**src/rtl/tff_pkg.sv**
```systemverilog
`default_nettype none
// +----------------------------------------------------------------------+
// | tff_pkg : read-FSM encoding and sizing helpers for tff_bank           |
// | Rev 1.0                                                               |
// +----------------------------------------------------------------------+
package tff_pkg;

    typedef enum logic [1:0] {
        ST_IDLE = 2'd0,
        ST_RUN  = 2'd1,
        ST_DONE = 2'd2
    } rd_state_t;

    // Phases per ring: two ring traversals (2 * 2**bits).
    function automatic int phases_of(input int bits);
        return 2 * (1 << bits);
    endfunction

    function automatic int clog2_min1(input int n);
        return (n <= 2) ? 1 : $clog2(n);
    endfunction

endpackage
`default_nettype wire

```
**src/rtl/tff_phase_cell.sv**
```systemverilog
`default_nettype none
// +----------------------------------------------------------------------+
// | tff_phase_cell : one ring-phase accumulator with sticky carry         |
// | Rev 1.0                                                               |
// +----------------------------------------------------------------------+
module tff_phase_cell
    import tff_pkg::*;
#(
    parameter  int BITS      = 2,
    parameter  int SAT_MODE  = 0,
    localparam int RING_SEGS = 1 << BITS,
    localparam int PHASES    = phases_of(BITS),
    localparam int PW        = $clog2(PHASES)
) (
    input  logic          clk,
    input  logic          rstb,
    input  logic          adv,
    input  logic          lock_adv,
    input  logic          clr_carry,
    output logic [PW-1:0] phase,
    output logic          out,
    output logic          carry
);

    localparam logic [PW-1:0] c_max  = PW'(PHASES - 1);
    localparam logic [PW-1:0] c_half = PW'(RING_SEGS);

    logic [PW-1:0] r_phase;
    logic          r_carry;

    // Read-driven advance wraps freely and never touches carry; the top
    // guarantees adv and lock_adv are never both set for one channel.
    always_ff @(posedge clk or negedge rstb) begin
        if (!rstb) begin
            r_phase <= '0;
            r_carry <= 1'b0;
        end else begin
            if (lock_adv) begin
                r_phase <= r_phase + PW'(1);
            end else if (adv) begin
                if (r_phase == c_max) begin
                    r_carry <= 1'b1;
                    if (SAT_MODE == 0) begin
                        r_phase <= '0;
                    end
                end else begin
                    r_phase <= r_phase + PW'(1);
                end
            end
            if (clr_carry) begin
                r_carry <= 1'b0;
            end
        end
    end

    assign phase = r_phase;
    assign out   = (r_phase >= c_half);
    assign carry = r_carry;

endmodule
`default_nettype wire

```
**src/rtl/tff_bank.sv**
```systemverilog
`default_nettype none
// +----------------------------------------------------------------------+
// | tff_bank : multi-channel ring-phase accumulators with counted readout |
// | Rev 1.0                                                               |
// +----------------------------------------------------------------------+
module tff_bank
    import tff_pkg::*;
#(
    parameter  int CHANNELS = 4,
    parameter  int BITS     = 2,
    parameter  int SAT_MODE = 0,
    localparam int PHASES   = phases_of(BITS),
    localparam int PW       = $clog2(PHASES),
    localparam int CHW      = clog2_min1(CHANNELS)
) (
    input  logic                clk,
    input  logic                rstb,
    input  logic [CHANNELS-1:0] we,
    input  logic                rd_req,
    input  logic [CHW-1:0]      rd_ch,
    output logic                rd_busy,
    output logic                rd_valid,
    output logic [PW-1:0]       rd_data,
    output logic                rd_carry,
    output logic                rd_err,
    output logic [CHANNELS-1:0] out,
    output logic [CHANNELS-1:0] carry
);

    localparam logic [PW-1:0] c_max    = PW'(PHASES - 1);
    localparam logic [CHW:0]  c_ch_lim = (CHW + 1)'(CHANNELS);

    rd_state_t      r_state;
    logic [CHW-1:0] r_ch;
    logic [PW-1:0]  r_count;
    logic           r_busy;
    logic           r_valid;
    logic           r_err;
    logic [PW-1:0]  r_data;
    logic           r_rcarry;

    logic [PW-1:0]       w_phase [CHANNELS];
    logic [CHANNELS-1:0] w_lock;
    logic [CHANNELS-1:0] w_adv;
    logic [CHANNELS-1:0] w_lock_adv;
    logic [CHANNELS-1:0] w_clr;
    logic [PW-1:0]       w_req_phase;
    logic                w_req_carry;
    logic [PW-1:0]       w_run_phase;
    logic                w_run_carry;
    logic [PW-1:0]       w_count_nxt;
    logic                w_ch_ok;
    logic                w_accept;

    assign w_ch_ok     = ({1'b0, rd_ch} < c_ch_lim);
    assign w_accept    = (r_state == ST_IDLE) && rd_req && w_ch_ok;
    assign w_count_nxt = r_count + PW'(1);

    // Explicit compare-mux so an out-of-range rd_ch never indexes past the array.
    always_comb begin
        w_req_phase = '0;
        w_req_carry = 1'b0;
        w_run_phase = '0;
        w_run_carry = 1'b0;
        for (int i = 0; i < CHANNELS; i++) begin
            if (rd_ch == CHW'(i)) begin
                w_req_phase = w_phase[i];
                w_req_carry = carry[i];
            end
            if (r_ch == CHW'(i)) begin
                w_run_phase = w_phase[i];
                w_run_carry = carry[i];
            end
        end
    end

    for (genvar gi = 0; gi < CHANNELS; gi++) begin : g_ch
        // Locked from the accepting cycle through DONE; dropped writes are lost.
        assign w_lock[gi]     = (w_accept && (rd_ch == CHW'(gi))) ||
                                ((r_state != ST_IDLE) && (r_ch == CHW'(gi)));
        assign w_adv[gi]      = we[gi] && !w_lock[gi];
        assign w_lock_adv[gi] = (r_state == ST_RUN) && (r_ch == CHW'(gi));
        assign w_clr[gi]      = (r_state == ST_DONE) && (r_ch == CHW'(gi));

        tff_phase_cell #(
            .BITS     (BITS),
            .SAT_MODE (SAT_MODE)
        ) u_cell (
            .clk       (clk),
            .rstb      (rstb),
            .adv       (w_adv[gi]),
            .lock_adv  (w_lock_adv[gi]),
            .clr_carry (w_clr[gi]),
            .phase     (w_phase[gi]),
            .out       (out[gi]),
            .carry     (carry[gi])
        );
    end

    always_ff @(posedge clk or negedge rstb) begin
        if (!rstb) begin
            r_state  <= ST_IDLE;
            r_ch     <= '0;
            r_count  <= '0;
            r_busy   <= 1'b0;
            r_valid  <= 1'b0;
            r_err    <= 1'b0;
            r_data   <= '0;
            r_rcarry <= 1'b0;
        end else begin
            r_valid <= 1'b0;
            r_err   <= 1'b0;
            case (r_state)
                ST_IDLE: begin
                    if (rd_req) begin
                        if (!w_ch_ok) begin
                            r_err <= 1'b1;
                        end else begin
                            r_ch    <= rd_ch;
                            r_count <= '0;
                            r_busy  <= 1'b1;
                            if (w_req_phase == '0) begin
                                r_state  <= ST_DONE;
                                r_valid  <= 1'b1;
                                r_data   <= '0;
                                r_rcarry <= w_req_carry;
                            end else begin
                                r_state <= ST_RUN;
                            end
                        end
                    end
                end
                ST_RUN: begin
                    r_count <= w_count_nxt;
                    // Stored phase is (PHASES - cycles to wrap) mod PHASES.
                    if (w_run_phase == c_max) begin
                        r_state  <= ST_DONE;
                        r_valid  <= 1'b1;
                        r_data   <= PW'(0) - w_count_nxt;
                        r_rcarry <= w_run_carry;
                    end
                end
                ST_DONE: begin
                    r_state <= ST_IDLE;
                    r_busy  <= 1'b0;
                end
                default: begin
                    r_state <= ST_IDLE;
                    r_busy  <= 1'b0;
                end
            endcase
        end
    end

    assign rd_busy  = r_busy;
    assign rd_valid = r_valid;
    assign rd_data  = r_data;
    assign rd_carry = r_rcarry;
    assign rd_err   = r_err;

endmodule
`default_nettype wire
```
**config.mk**
```make
export PLATFORM = sky130hd
export DESIGN_NAME = tff_bank
export DESIGN_NICKNAME = d
export VERILOG_FILES = /design/src/rtl/tff_pkg.sv /design/src/rtl/tff_phase_cell.sv /design/src/rtl/tff_bank.sv
export SDC_FILE = /design/constraint.sdc
export NUM_CORES = 1
export LEC_CHECK = 0
export CORE_ASPECT_RATIO = 0.75
export CORE_MARGIN = 2
export CORE_UTILIZATION = 50
export DETAILED_ROUTE_END_ITERATION = 10
export PLACE_DENSITY = 0.76
export SETUP_SLACK_MARGIN = 0.15
export SYNTH_ARGS = -nofsm -noshare
export SYNTH_HDL_FRONTEND = slang
export SYNTH_SLANG_ARGS = --single-unit
export TNS_END_PERCENT = 100
```
**constraint.sdc**
```tcl
create_clock -name clk -period 1.7 [get_ports clk]
set_input_delay 0.17 -clock clk [delete_from_list [all_inputs] [get_ports clk]]
set_output_delay 0.17 -clock clk [all_outputs]
set_load 0.02 [all_outputs]
```
### Clock nets, run 1

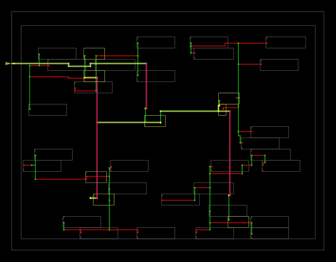
FF+latch count: 29
TritonCTS Buffers: 5
CLK BUF: 7
clock group total power: 632 uW
Late-Pin Clk Latency: 290 ps

### Sequential cells colored by netlist name, run 1

Scale bar: 20 um. Other sequential cells in the stronger gray, the rest of the logic in the fainter gray.
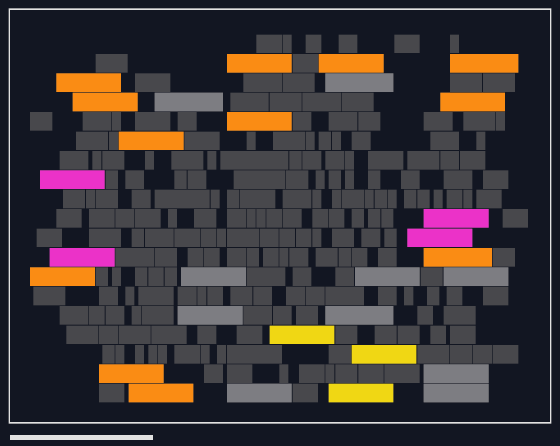
Orange shows `g_ch.u_cell.phase`, placed flops 12, where widely spread. Magenta shows `g_ch.u_cell.carry`, placed flops 4. Yellow shows `rd_data`, placed flops 3.
sequential power: 1.47 mW
Seq area share: 0.297
sequential cell area: 732 um2

### Wiring by layer, run 1

Only two layers are drawn.
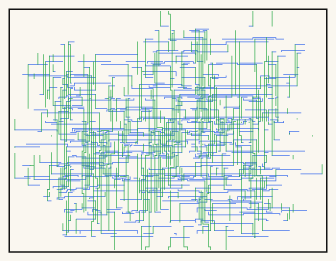
Green shows metal 2, wire length 2050 um. Blue shows metal 1, wire length 1990 um.
total global-route track usage: 0.227
wire length per cell: 15.5 um

-- run 1: routing by layer --
metal / wire, um / global-route usage / part of all wire / vias to the layer above
li1: - / - / - / 737
met2: 2050 / 0.344 / 0.46 / 56
met3: 337 / 0.0487 / 0.076 / 7
met1: 1990 / 0.316 / 0.45 / 738
met4: 60 / 0.0927 / 0.014 / 0
met5: 0 / 0 / 0 / -
-- run 1: path summary, 6_finish.rpt --
check,startpoint,to,cells past startpoint
max,r_ch[0],rd_carry,5
min reg2reg,rd_data[1],rd_data[1],1
max in group asynchronous,rstb,r_ch[1],2
max reg2reg,r_ch[0],rd_carry,5
min in group clk,rd_ch[1],r_ch[1],3
min,rstb,r_count[1],2
-- run 1: cell families (layout without fill, tap and decap cells) --
kind of cell / after synthesis / after routing / share of synthesized area
buffers and inverters: 33 / 74 / 0.0980
adder cells (fa/ha/maj): 14 / 14 / 0.0909
flip-flops: 29 / 29 / 0.376
AND/OR/NAND/NOR: 57 / 57 / 0.164
other: 1 / 1 / 0.00194
AND-OR/OR-AND: 44 / 44 / 0.184
XOR/XNOR: 2 / 2 / 0.00909
multiplexers: 13 / 13 / 0.0759
-- run 1: through the flow --
| stage | utilization | instance area, um2 |
|---|---|---|
| after CTS | 0.662 | 2440 |
| after global placement | 0.609 | 2240 |
| after detailed placement | 0.609 | 2240 |
| after global routing | 0.670 | 2470 |
| final | 0.670 | 2470 |
| after floorplan | - | 1930 |
-- run 1: final cells by class --
cell class | instances | area (um2) | share of cell area
inverter | 14 | 52.6 | 0.0213
sequential | 29 | 732 | 0.297
tap | 52 | 65.1 | 0.0264
clock buffer | 7 | 96.3 | 0.0390
timing repair buffer | 52 | 460 | 0.187
multi-input combinational | 131 | 1060 | 0.428
clock inverter | 1 | 5.00 | 0.00203
-- run 1: report_power, final --
group,total (mW),leakage [nW],internal [mW],switching (mW)
clock network,0.632,0.0542,0.365,0.267
registers,1.47,0.342,1.04,0.433
logic,2.79,0.735,1.48,1.31
-- run 1: synthesized netlist by cell type (all sizes together), types with 3 or more instances --
cell type,count
a211oi,3
a21oi,8
a221oi,3
a22o,3
and2,4
buf,14
clkbuf,5
dfrtp,29
ha,14
inv,14
mux2,10
mux2i,3
nand2,19
nand2b,5
nand3,3
nor2,10
nor2b,5
nor4,5
o21ai,10
o2bb2ai,3
-- run 1: sequential cells by signal, indices dropped and copies added, names as in the netlist --
register and flops:
g_ch.u_cell.carry 4, g_ch.u_cell.phase 12, r_ch 2, r_count 3, r_state 2, rd_busy 1, rd_carry 1, rd_data 3
rd_valid 1
-- run 1: cell usage in the layout, fill, tap and decap left out, drive strengths merged, types with 3 or more instances in the layout --
master / count
nand2b: 5
a22o: 3
clkdlybuf4s50: 18
clkbuf: 7
nor2: 10
nor2b: 5
nand3: 3
mux2i: 3
a221oi: 3
and2: 4
dlygate4sd2: 3
nand2: 19
dfrtp: 29
a21oi: 8
nor4: 5
mux2: 10
buf: 30
o2bb2ai: 3
a211oi: 3
inv: 14
ha: 14
o21ai: 10
-- run 1: critical path, cell delays in order, from the launching register on --
cell and delay [ps]:
dfrtp_2 470, and2_4 170, a221oi_4 330, o211ai_4 120
o21a_4 140, mux2_4 280
==> results.sh, run 1 <==
# implementation run metrics
export IMPL_ant_nets=0
export IMPL_cts_setup_buffers=10
export IMPL_cts_tree="done"
export IMPL_synth_area_leader_cell="dfrtp_1"
export IMPL_grt_pass1_vias=1546
export IMPL_ys_cells=193
export IMPL_fillers=292
export IMPL_vias=1538
export IMPL_fin_tns_setup_ps=0
export IMPL_critPathLaunchType="flop"
export IMPL_status="finished, final reports clean"
export IMPL_fin_cells=286
export IMPL_antenna_found_initial=0
export IMPL_finalMaxSlewViolations=0
export IMPL_fin_crit_sh=0.961
export IMPL_postSynthAreaPerCell_um2=9.99
export IMPL_synth_nets=216
export IMPL_warnings=38
export IMPL_cts_max_level=2
export IMPL_worstPathRequired_ps=1870
export IMPL_port_buffers=22
export IMPL_fin_worst_skew_ps=2.49
export IMPL_ff_type="dfrtp_1"
export IMPL_rows=19
export IMPL_setup_slack_ps=66.4
export IMPL_synth_cell_types=52
export IMPL_max_freq_mhz=612
export IMPL_ys_async_sr_fraction=1.00
export IMPL_root_buffer="clkbuf_8"
export IMPL_ys_top_cells_by_area="dfrtp_1, ha_1, mux2_2"
export IMPL_post_cts_resized=13
export IMPL_rrSetupSlack_ps=70
export IMPL_synth_area_mm2=0.00193
export IMPL_wirelength_um=4440
export IMPL_edf_count=0
export IMPL_drive_above_1_share=0.303
export IMPL_holdWs_ps=276
export IMPL_grt_setup_unrepaired="true"
export IMPL_cts_max_path_buffers=2
export IMPL_top_area_frac=0.376
export IMPL_hpwl_um=3220
export IMPL_ys_area_mm2=0.00193
export IMPL_cp_arrival_ps=1810
export IMPL_p_leak_nw=1.13
export IMPL_endpoint_kind="flop"
export IMPL_drc_errors=0
export IMPL_cap_violations=0
export IMPL_critPathKind="reg -> reg"
export IMPL_die_h_um=57.8
export IMPL_yosys_warnings=0
export IMPL_globalplace_congestion=0.915
export IMPL_antenna_cells=0
export IMPL_ir_drop_v=0.000997
export IMPL_die_width_um=75.7
export IMPL_hold_buffers=0
export IMPL_grt_pass1_wl_um=7380
export IMPL_path_clk_slew_ps=60
export IMPL_power_density_mw_per_mm2=1980
export IMPL_setup_violations=0
export IMPL_crit_path_max_fanout=8
export IMPL_dr_pass1_iters=4
export IMPL_finalPower_mw=4.90
export IMPL_dr_first_iter_drc_count=170
export IMPL_ys_seq_frac=0.376
export IMPL_io_pin_count=24
export IMPL_min_path_type="in -> async"
export IMPL_clock_sinks=29
export IMPL_core_mm2=0.00368
export IMPL_netlist_instances=193
export IMPL_grt_max_degree=30
export IMPL_die_area_mm2=0.00437
export IMPL_nNetsFinal=256
export IMPL_overflow=0
export IMPL_finalHoldViolCount=0
export IMPL_fp_util=0.523
export IMPL_areaGrowthSynthToFinish_pct=28.0
export IMPL_dp_cells=268
export IMPL_ys_seq_elements=29
export IMPL_post_place_ws_ps=-351
export IMPL_period_needed_ps=1630
export IMPL_vias_per_cell=5.38
--- run 2 (diff from run 1) ---
CTS_CLUSTER_SIZE = 20   (was unset)
### Wiring by layer, run 2

Only two layers are drawn.
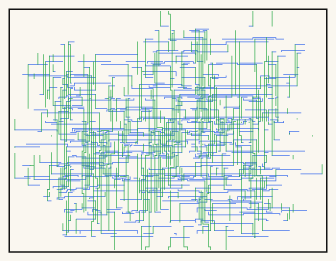
Blue shows metal 1, wire length 1990 um. Green shows metal 2, wire length 2050 um.
via count: 1538
Post-Route WL: 4440 um

### Clock nets, run 2

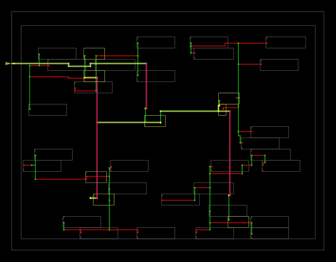
clock sink count: 29
Setup Skew: 2.49 ps

==> run 2 against run 1 <==
  * Fmax did not move
  * Sequential power barely moved
  * Combinational power about the same
  * Critical path type unchanged
  * Highest routed layer unchanged
==> results.sh, run 2 <==
# implementation run metrics
export IMPL_ys_seq_frac=0.376
export IMPL_endpoint="rd_carry"
export IMPL_internal_power_mw=2.89
export IMPL_nNetsFinal=256
export IMPL_synth_nets=216
export IMPL_setup_violations=0
export IMPL_worstPathRequired_ps=1870
export IMPL_antenna_found_initial=0
export IMPL_ys_async_sr_fraction=1.00
export IMPL_grt_setup_unrepaired="true"
export IMPL_timing_rr_end="rd_carry"
export IMPL_cts_max_path_buffers=2
export IMPL_rrSetupSlack_ps=70
export IMPL_drc_errors=0
export IMPL_core_mm2=0.00368
export IMPL_synth_area_leader_cell="dfrtp_1"
export IMPL_ys_top_cells_by_area="dfrtp_1, ha_1, mux2_2"
export IMPL_top_area_frac=0.376
export IMPL_cpPeakStageDelay_ps=470
export IMPL_grt_max_degree=30
export IMPL_ant_nets=0
export IMPL_port_buffers=22
export IMPL_most_common_layout_cells="buf_4, dfrtp_1, nand2_1"
export IMPL_fin_crit_sh=0.961
export IMPL_finalPower_mw=4.90
export IMPL_warnings=38
export IMPL_die_width_um=75.7
export IMPL_layout_top_cell="buf_4"
export IMPL_period_needed_ps=1630
export IMPL_critical_path_depth=5
export IMPL_wl_met3_um=337
export IMPL_io_pin_count=24
export IMPL_cts_tree="done"
export IMPL_wl_met2_um=2050
export IMPL_cts_max_level=2
export IMPL_cp_arrival_ps=1810
export IMPL_rows=19
export IMPL_grt_pass1_vias=1546
export IMPL_min_path_type="in -> async"
export IMPL_critPathKind="reg -> reg"
export IMPL_cts_buffers=5
export IMPL_p_switching_mw=2.01
export IMPL_dr_first_iter_drc_count=170
export IMPL_cap_violations=0
export IMPL_r2r_cells=5
export IMPL_clkLatencyLatePin_ps=290
export IMPL_dr_max_layer_used="met4"
export IMPL_netlist_top_cells_count="dfrtp_1, nand2_1, ha_1, inv_1, nor2_1"
export IMPL_synth_cell_types=52
export IMPL_hpwl_um=3220
export IMPL_fin_tns_setup_ps=0
export IMPL_yosys_warnings=0
export IMPL_globalplace_congestion=0.915
export IMPL_antenna_cells=0
export IMPL_cpMaxStageDelayCell="dfrtp_2"
export IMPL_wl_met1_um=1990
export IMPL_ff_type="dfrtp_1"
export IMPL_finalMaxSlewViolations=0
export IMPL_yosysMostFrequentCell="dfrtp_1"
export IMPL_power_density_mw_per_mm2=1980
export IMPL_ys_cells=193
export IMPL_overflow=0
export IMPL_largest_reg_flops=12
export IMPL_netlist_instances=193
export IMPL_p_leak_nw=1.13
export IMPL_drive_above_1_share=0.303
export IMPL_holdWs_ps=276
export IMPL_crit_path_max_fanout=8
export IMPL_p_sw_frac=0.411
export IMPL_p_seq_frac=0.301
export IMPL_dr_pass1_iters=4
export IMPL_fin_cells=286
export IMPL_ys_area_mm2=0.00193
export IMPL_cp_cell_sequence="and2_4 > a221oi_4 > o211ai_4 > o21a_4 > mux2_4"
export IMPL_die_h_um=57.8
export IMPL_postSynthAreaPerCell_um2=9.99
export IMPL_cp_top_family="AND-OR/OR-AND gates"
export IMPL_routedWlPerCell_um=15.5
export IMPL_grtUsageTotal=0.227
export IMPL_status="finished, final reports clean"
export IMPL_combPwrFrac=0.570
export IMPL_path_clk_slew_ps=60
export IMPL_hold_buffers=0
export IMPL_p_clk_frac=0.129
export IMPL_die_area_mm2=0.00437
export IMPL_ys_seq_elements=29
export IMPL_root_buffer="clkbuf_8"
export IMPL_fp_util=0.523
export IMPL_cp_startpoint="r_ch[0]"
export IMPL_reg2reg_from="r_ch[0]"
export IMPL_endpoint_kind="flop"
export IMPL_vias_per_cell=5.38
export IMPL_max_freq_mhz=612
export IMPL_grt_pass1_wl_um=7380
export IMPL_critPathLaunchType="flop"
export IMPL_ir_drop_v=0.000997
export IMPL_areaGrowthSynthToFinish_pct=28.0
export IMPL_path_buffers=0
export IMPL_finalHoldViolCount=0
export IMPL_edf_count=0
export IMPL_dp_cells=268
export IMPL_synth_area_mm2=0.00193
[run 2: per-stage QoR]
stage	area, um2	worst slack (ps)	utilization
after detailed placement	2240	-351	0.609
after global placement	2240	-318	0.609
after CTS	2440	65.1	0.662
final	2470	66.4	0.670
after global routing	2470	20.3	0.670
after floorplan	1930	94.3	-
[run 2: worst min path at each step]
stage,startpoint,to,slack [ps],cells after the start
2_1_floorplan,rstb,g_ch[0].u_cell.carry,-130,0
4_1_cts,rstb,r_count[1],290,2
3_5_place_dp,rd_data[1],rd_data[1],480,1
3_3_place_gp,rd_data[1],rd_data[1],470,1
6_report,rstb,r_count[1],280,2
5_1_grt,rstb,rd_data[2],320,2
[run 2: power by group through the flow]
stage          Clock (mW)  Sequential [mW]  Combinational (mW)
6_report            0.632             1.47                2.79
3_5_place_dp            0             1.46                2.51
5_1_grt             0.673             1.53                3.04
2_1_floorplan           0             1.40                1.77
3_3_place_gp            0             1.44                2.41
4_1_cts             0.641             1.46                2.72
[run 2: area by class of cell]
class                   count  area, um2
clock inverters             1       5.00
repair buffers             52        460
inverters                  14       52.6
multi-input cells         131       1060
clock buffers               7       96.3
flip-flops and latches     29        732
well taps                  52       65.1
fillers                   292       1220
[run 2: logic make-up (layout without fill, tap and decap cells)]
logic type,Yosys count,count (layout),share of synthesized area
mux,13,13,0.0759
compound gates,44,44,0.184
flops,29,29,0.376
buf+inv,33,74,0.0980
xor+xnor,2,2,0.00909
fa+ha+maj,14,14,0.0909
simple gates,57,57,0.164
other cells,1,1,0.00194
[run 2: repair_timing]
item                                    CTS  global route
endpoints found under the setup margin   17            19
pin swaps                                 6             5
resized                                  13            14
buffers inserted                         10             0
gates cloned                              0             0
[run 2: metal layers]
| metal | track usage | vias to the layer above |
|---|---|---|
| met5 | 0 | - |
| li1 | - | 737 |
| met4 | 0.0927 | 0 |
| met1 | 0.316 | 738 |
| met3 | 0.0487 | 7 |
| met2 | 0.344 | 56 |
No activity file was given, so power comes from the tool's default toggle rates.
